--- config.mk ---
export PLATFORM = sky130hd
export DESIGN_NAME = hdx_pad_ctrl
export DESIGN_NICKNAME = d
export VERILOG_FILES = /design/src/rtl/hdx_pkg.sv /design/src/rtl/hdx_sync2.sv /design/src/rtl/hdx_pad_ctrl.sv
export SDC_FILE = /design/constraint.sdc
export NUM_CORES = 1
export LEC_CHECK = 0
export CORE_MARGIN = 4
export CORE_UTILIZATION = 49
export DETAILED_ROUTE_END_ITERATION = 8
export PLACE_DENSITY_LB_ADDON = 0.2
export REMOVE_ABC_BUFFERS = 1
export SYNTH_ARGS = -nofsm -noshare
export SYNTH_HDL_FRONTEND = slang
export SYNTH_SLANG_ARGS = --single-unit
--- constraint.sdc ---
create_clock -name CLK -period 1.8 [get_ports CLK]
set_clock_uncertainty 0.2 [all_clocks]
set_input_delay 0.36 -clock CLK [delete_from_list [all_inputs] [get_ports CLK]]
set_output_delay 0.36 -clock CLK [all_outputs]
set_load 0.01 [all_outputs]
--- src/rtl/hdx_pkg.sv ---
// rtl/hdx_pkg.sv - shared state type, default timing constants and sizing helpers for hdx_pad_ctrl
package hdx_pkg;

    typedef enum logic [2:0] {
        IDLE,
        START,
        TXB,
        TURN_W,
        TURN_R,
        RXB,
        DONE
    } hdx_state_e;

    localparam int DEF_BIT_CYCLES = 8;
    localparam int SAMPLE_PT      = DEF_BIT_CYCLES / 2 - 1;

    // Bits needed to count 0..n-1; never less than one bit.
    function automatic int clog2(input int n);
        int r;
        r = 1;
        while ((1 << r) < n) begin
            r = r + 1;
        end
        return r;
    endfunction

    function automatic int sample_pt(input int bit_cycles);
        return bit_cycles / 2 - 1;
    endfunction

endpackage

--- src/rtl/hdx_sync2.sv ---
// rtl/hdx_sync2.sv - two-flop synchronizer for the pad readback, resets to the idle-high level
module hdx_sync2 (
    input  logic clk,
    input  logic rst_n,
    input  logic d,
    output logic q
);

    logic meta;

    always_ff @(posedge clk or negedge rst_n) begin
        if (!rst_n) begin
            meta <= 1'b1;
            q    <= 1'b1;
        end else begin
            meta <= d;
            q    <= meta;
        end
    end

endmodule

--- src/rtl/hdx_pad_ctrl.sv ---
// rtl/hdx_pad_ctrl.sv - half-duplex single-wire pad controller; even parity bit enabled by HDX_PARITY_EN
module hdx_pad_ctrl #(
    parameter int BIT_CYCLES  = 8,
    parameter int TURN_CYCLES = 2,
    parameter int DATA_W      = 8
) (
    input  logic              CLK,
    input  logic              RST_N,
    input  logic              cmd_valid,
    output logic              cmd_ready,
    input  logic              cmd_wr,
    input  logic [DATA_W-1:0] cmd_data,
    output logic              rsp_valid,
    output logic [DATA_W-1:0] rsp_data,
    output logic              rsp_err,
    output logic              busy,
    output logic              PAD_I,
    output logic              PAD_T,
    input  logic              PAD_O
);

    import hdx_pkg::*;

`ifdef HDX_PARITY_EN
    localparam int PB = 1;
`else
    localparam int PB = 0;
`endif

    // Serial frame width: data bits plus the optional parity bit.
    localparam int SW     = DATA_W + PB;
    localparam int CW     = clog2((BIT_CYCLES > TURN_CYCLES) ? BIT_CYCLES : TURN_CYCLES);
    localparam int BW     = clog2(SW);
    localparam int SMP_PT = sample_pt(BIT_CYCLES);

    localparam logic [CW-1:0] BC_LAST = CW'(BIT_CYCLES - 1);
    localparam logic [CW-1:0] TC_LAST = CW'(TURN_CYCLES - 1);
    localparam logic [CW-1:0] SMP_AT  = CW'(SMP_PT);
    localparam logic [BW-1:0] BI_LAST = BW'(SW - 1);

    hdx_state_e    state;
    logic [CW-1:0] cnt;
    logic [BW-1:0] bit_idx;
    logic          wr_q;
    logic [SW-1:0] tx_sh;
    logic [SW-1:0] rx_sh;
    logic          pad_t_q;
    logic          pad_i_q;
    logic          pad_s;
`ifdef HDX_PARITY_EN
    logic          err_q;
`endif

    hdx_sync2 u_sync (
        .clk   (CLK),
        .rst_n (RST_N),
        .d     (PAD_O),
        .q     (pad_s)
    );

    assign cmd_ready = (state == IDLE);
    assign busy      = (state != IDLE);
    assign PAD_T     = pad_t_q;
    assign PAD_I     = pad_i_q;
`ifdef HDX_PARITY_EN
    assign rsp_err   = err_q;
`else
    assign rsp_err   = 1'b0;
`endif

    // Pad outputs are updated together with the state so each state's
    // drive level appears on the first clock spent in that state.
    always_ff @(posedge CLK or negedge RST_N) begin
        if (!RST_N) begin
            state     <= IDLE;
            cnt       <= '0;
            bit_idx   <= '0;
            wr_q      <= 1'b0;
            tx_sh     <= '0;
            rx_sh     <= '0;
            pad_t_q   <= 1'b1;
            pad_i_q   <= 1'b1;
            rsp_valid <= 1'b0;
            rsp_data  <= '0;
`ifdef HDX_PARITY_EN
            err_q     <= 1'b0;
`endif
        end else begin
            rsp_valid <= 1'b0;
            case (state)
                IDLE: begin
                    pad_t_q <= 1'b1;
                    pad_i_q <= 1'b1;
                    cnt     <= '0;
                    bit_idx <= '0;
                    if (cmd_valid) begin
                        state   <= START;
                        wr_q    <= cmd_wr;
`ifdef HDX_PARITY_EN
                        tx_sh   <= {^cmd_data, cmd_data};
`else
                        tx_sh   <= cmd_data;
`endif
                        pad_t_q <= 1'b0;
                        pad_i_q <= 1'b0;
                    end
                end

                START: begin
                    if (cnt == BC_LAST) begin
                        cnt     <= '0;
                        bit_idx <= '0;
                        if (wr_q) begin
                            state   <= TXB;
                            pad_i_q <= tx_sh[0];
                        end else begin
                            state   <= TURN_R;
                            pad_t_q <= 1'b1;
                            pad_i_q <= 1'b1;
                        end
                    end else begin
                        cnt <= cnt + 1'b1;
                    end
                end

                TXB: begin
                    if (cnt == BC_LAST) begin
                        cnt <= '0;
                        if (bit_idx == BI_LAST) begin
                            state   <= TURN_W;
                            pad_t_q <= 1'b1;
                            pad_i_q <= 1'b1;
                        end else begin
                            bit_idx <= bit_idx + 1'b1;
                            tx_sh   <= {1'b0, tx_sh[SW-1:1]};
                            pad_i_q <= tx_sh[1];
                        end
                    end else begin
                        cnt <= cnt + 1'b1;
                    end
                end

                TURN_W: begin
                    if (cnt == TC_LAST) begin
                        cnt   <= '0;
                        state <= IDLE;
                    end else begin
                        cnt <= cnt + 1'b1;
                    end
                end

                TURN_R: begin
                    if (cnt == TC_LAST) begin
                        cnt     <= '0;
                        bit_idx <= '0;
                        state   <= RXB;
                    end else begin
                        cnt <= cnt + 1'b1;
                    end
                end

                RXB: begin
                    // Mid-bit sample, shifted in from the top so the first
                    // received bit ends up at bit 0 after SW samples.
                    if (cnt == SMP_AT) begin
                        rx_sh <= {pad_s, rx_sh[SW-1:1]};
                    end
                    if (cnt == BC_LAST) begin
                        cnt <= '0;
                        if (bit_idx == BI_LAST) begin
                            state     <= DONE;
                            rsp_valid <= 1'b1;
                            rsp_data  <= rx_sh[DATA_W-1:0];
`ifdef HDX_PARITY_EN
                            err_q     <= ^rx_sh;
`endif
                        end else begin
                            bit_idx <= bit_idx + 1'b1;
                        end
                    end else begin
                        cnt <= cnt + 1'b1;
                    end
                end

                DONE: begin
                    state <= IDLE;
                end

                default: begin
                    state   <= IDLE;
                    pad_t_q <= 1'b1;
                    pad_i_q <= 1'b1;
                end
            endcase
        end
    end

endmodule

Nets reached from selected ports:
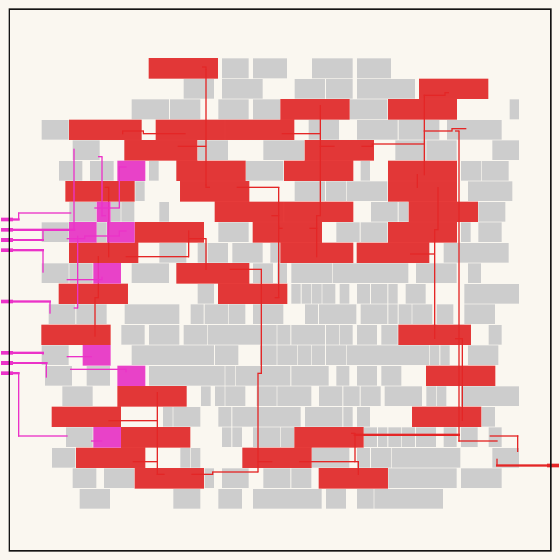
Magenta shows cmd_data, bits 8, direction input, edge left, end cells 8, buffers 8, wire 126 µm. Red shows RST_N, bits 1, direction input, edge right, end cells 39, buffers 3, wire 336 µm.
Boundary Pins: 27
total of buffers placed on input and output ports: 25

Congestion heat map:
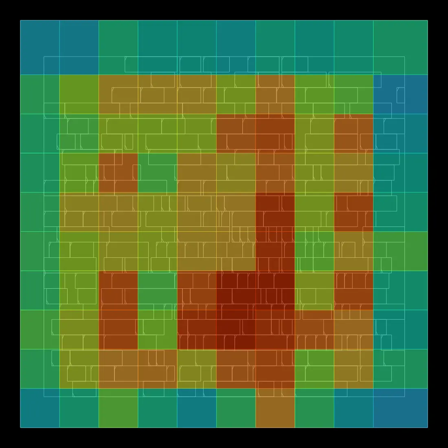
layer with the highest usage after global routing: met2
met3 Use GR: 5.33%
met2 global-route usage: 38.1%
Total GRT Usage: 21.0%
met1 track utilization from global routing: 23.6%

Cells coloured by class:
Bar = 20 µm.
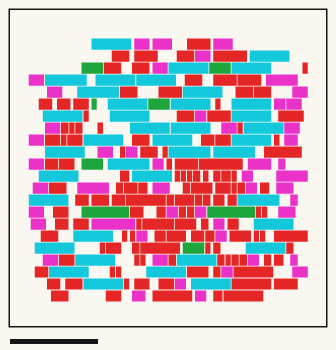
Red shows all other logic, cells 133, share of their area 43%. Cyan shows flip-flops, cells 39, share of their area 35%. Green shows clock drivers and dummy loads, cells 8, share of their area 4.7%. Magenta shows other buffers and delay cells, cells 49, share of their area 18%.

==> notes.md <==
The run has ended; figures from its reports follow.

The post-cts gate resize count is roughly 48. The row count is 22. The part of the power in registers came out at between 40 and 50%. For this run, the detailed router's first-pass iteration total came to 5. The net switching power of the design came out at roughly 0.00035 W.

The largest single stage delay on the critical path is ~0.42 ns. In this run the critical register-to-register path is launched from bit_idx[1]$_DFFE_PN0P_. The max-slew violation count came out at 0. The maximum net fanout on the critical path is 8.

Once detail routing completed, the nets flagged for antenna violations numbered 0. The minimum setup slack in the final design came out at -0.123 ns. The cell total after placement is 263. The worst hold margin is 0.158 ns. The sequential cell power is 0.000890 W. The global placement routability congestion is 0.886. The post-synth register bit count is 39. The combinational share of cell area came out at roughly 40%. The setup TNS after final layout came out at -1.13 ns.

After global routing the overflow that remains totals 0. The die span in y is approximately 72 µm. For reference, the critical path cell chain is ha_4 -> ha_4 -> nand3b_1 -> a211oi_4 -> buf_6 -> buf_12 -> nor2_1 -> a21oi_2. The half-perimeter wire length after placement came out at 2980 µm. The total number of sequential cells is 39. The most used flip-flop cell after synthesis is dfrtp_1.

The number of enable flip-flop cells came out at 0. The combinational share of power is 3.8%. The portion of the post-synthesis area used by sequential elements is approximately half. The logic depth of the worst path, buffers included is 8. The period utilization came out at 107%. The worst vdd rail ir drop came out at 511 µV. The cell-mix breakdown from Yosys lists the adder-cell area share as under 10%.

The number of multi-input combinational cells in the layout is between 100 and 150. The total wire length came out at approximately 4900 µm. Per the synthesis report, the single largest cell type by area occupies roughly 44% of cell area. The power attributed to the clock group is roughly 0.00087 W. The number of global-route vias before repair came out at 1,699.

For reference, compound AND-OR and OR-AND cells occupy 11.8% of the area reported after synthesis. The combinational power is 0.0000692 W. The checks that failed: setup timing. The placed instance area is between 2000 and 2500 µm². TritonCTS built the clock tree.

In this run switching power makes up between 10% and 20% of total power. The Yosys chip area came out at a little under 2000 µm². The timing report shows that the slowest cell on the worst path is dfrtp_1. The fraction of synthesis flops using an asynchronous set or reset pin came out at 100%. The cell accounting for the most synthesized area is dfrtp_1. The overall die size recorded for this design is around 5100 µm². Setup repair after global routing could not meet its margin everywhere. The layout report lists the multi-input gate area as about 1200 µm². After layout, the buffer instance count without clock buffers stands at ~49. The initial antenna violation count is 0. The timing-limited maximum frequency came out at around 0.52 GHz. The global-route wire length before repair came out at slightly above 8000 µm. In this run the horizontal extent of the chip is roughly 72 µm. Per the synthesis report, the number of distinct cell types is 38. The worst endpoint required time is roughly 1.8 ns. The share of cell area taken by flip-flops and latches is between 30% and 40%. The minimum period implied by the final worst setup slack came out at 1.92 ns. Before CTS, the worst setup slack after placement is -0.159 ns.

The number of failing setup endpoints in the final timing report came out at 16. The detailed-route wire length per cell is ~18 µm. Excluding fillers, the count of instances in the completed layout stands at roughly 280. The number of nets in the final layout came out at around 250. The CTS buffer count came out at 5. In the finished layout, the clock tree contains a buffer count of 6. The endpoint type of the worst setup path is a flop. The capture point of the critical path is tx_sh[5]$_DFFE_PN0P_. The clock power share came out at 47.5%.

The diode insertion count for antenna repair came out at 0. The number of cells traversed by the worst hold path is 0. The share of cells above drive strength 1 came out at 40.6%.

The cell count after synthesis came out at between 150 and 200. The final routed DRC violation total is 0. The via density per instance came out at between 5 and 6. The clock slew seen by the registers of the worst setup and hold paths is 0.07 ns. Together, buffers and inverters on the worst path number 2. Measured on the final layout, the clock distribution area share stands at 4.61%. The final hold violation count recorded for this run is 0. The cell total in the yosys stat output is ~180. In the final layout, the registers with the most flip-flops are rsp_data: 8 flops, rx_sh: 8 flops, tx_sh: 8 flops.

The relative area of non-clock buffer cells in the final design is ~17%. The min-delay analysis places its worst path in the category flop to flop. The layout overhead on the synthesized area came out at 44.9%.

The count of clock tree sinks is 39. The sum of internal, switching and leakage power is between 0.0015 and 0.002 W. The biggest combinational cell group after synthesis is simple AND/OR/NAND/NOR gates.

Looking at the gate-level netlist, the highest instance count belongs to dfrtp_1. Once the clock tree was built, the setup fixing pass inserted 3 buffers. Fill cells in the final layout number 249. Looking at hold timing, the worst path starts from u_sync.meta$_DFF_PN1_. The insertion delay to the later sink of the worst-skew pair is about 0.30 ns.

The internal power contribution is ~0.0015 W. The critical path is of the flop to flop type. The post-synthesis share of cell area spent on xor and xnor gates came out at 0%. The leakage power of the design is 1.34 nW. The number of tap cells inserted is approximately 48. For the worst reg-to-reg path, the endpoint reported by OpenROAD is tx_sh[5]$_DFFE_PN0P_. The placeable core area is about 3800 µm². The total tool warning count came out at 30. Grouping stages by cell kind, the critical path spends the most delay in flip-flops.

The mean cell area of the mapped netlist came out at 11.0 µm². The flow ran to the end, but the final reports show violations. Measured on the finished design, the core utilization comes to 75.8%.

The data arrival at the endpoint of the critical path is 1.95 ns. STA reports a reg2reg setup slack of -0.12 ns. The worst setup path startpoint is bit_idx[1]$_DFFE_PN0P_. The maximum count of clock buffers along a single path came out at 2. The cell at the root of the clock tree is clkbuf_8. The cell that appears most often on the critical path is ha_4.

Entering global routing, the biggest net connects 26 pins. Ranked by total cell area, the synthesized netlist is headed by dfrtp_1, mux2_2, dfstp_2, mux2i_1, ha_1. In the floorplan report the effective utilization is roughly 52%.

The area of all placed cells without fillers came out at between 2000 and 3000 µm².
-- layout by cell type, fill, tap and decap left out, types with 3 or more instances in the layout --
cell type        instances
nand2_1                 10
mux2_4                   6
nand2b_4                 3
nand3_1                  6
nor2_4                   5
buf_12                   3
mux2i_1                  9
inv_1                   11
o21ai_1                  3
nor2b_1                  3
clkdlybuf4s50_1         18
dfstp_2                  4
mux2_2                  11
nor3_1                   3
nor2_1                  10
clkbuf_8                 5
buf_6                    3
ha_4                     6
dfrtp_1                 33
a21oi_1                  8
a21oi_2                  9
buf_4                   15
-- per-layer routing --
metal | global-route usage, % | vias up | wire length, µm
met4 | 7.72 | 0 | 91
met5 | 0 | - | 0
met1 | 23.6 | 778 | 1870
met3 | 5.33 | 8 | 252
li1 | - | 719 | -
met2 | 38.1 | 49 | 2680
Power and IR drop assume default switching activity.
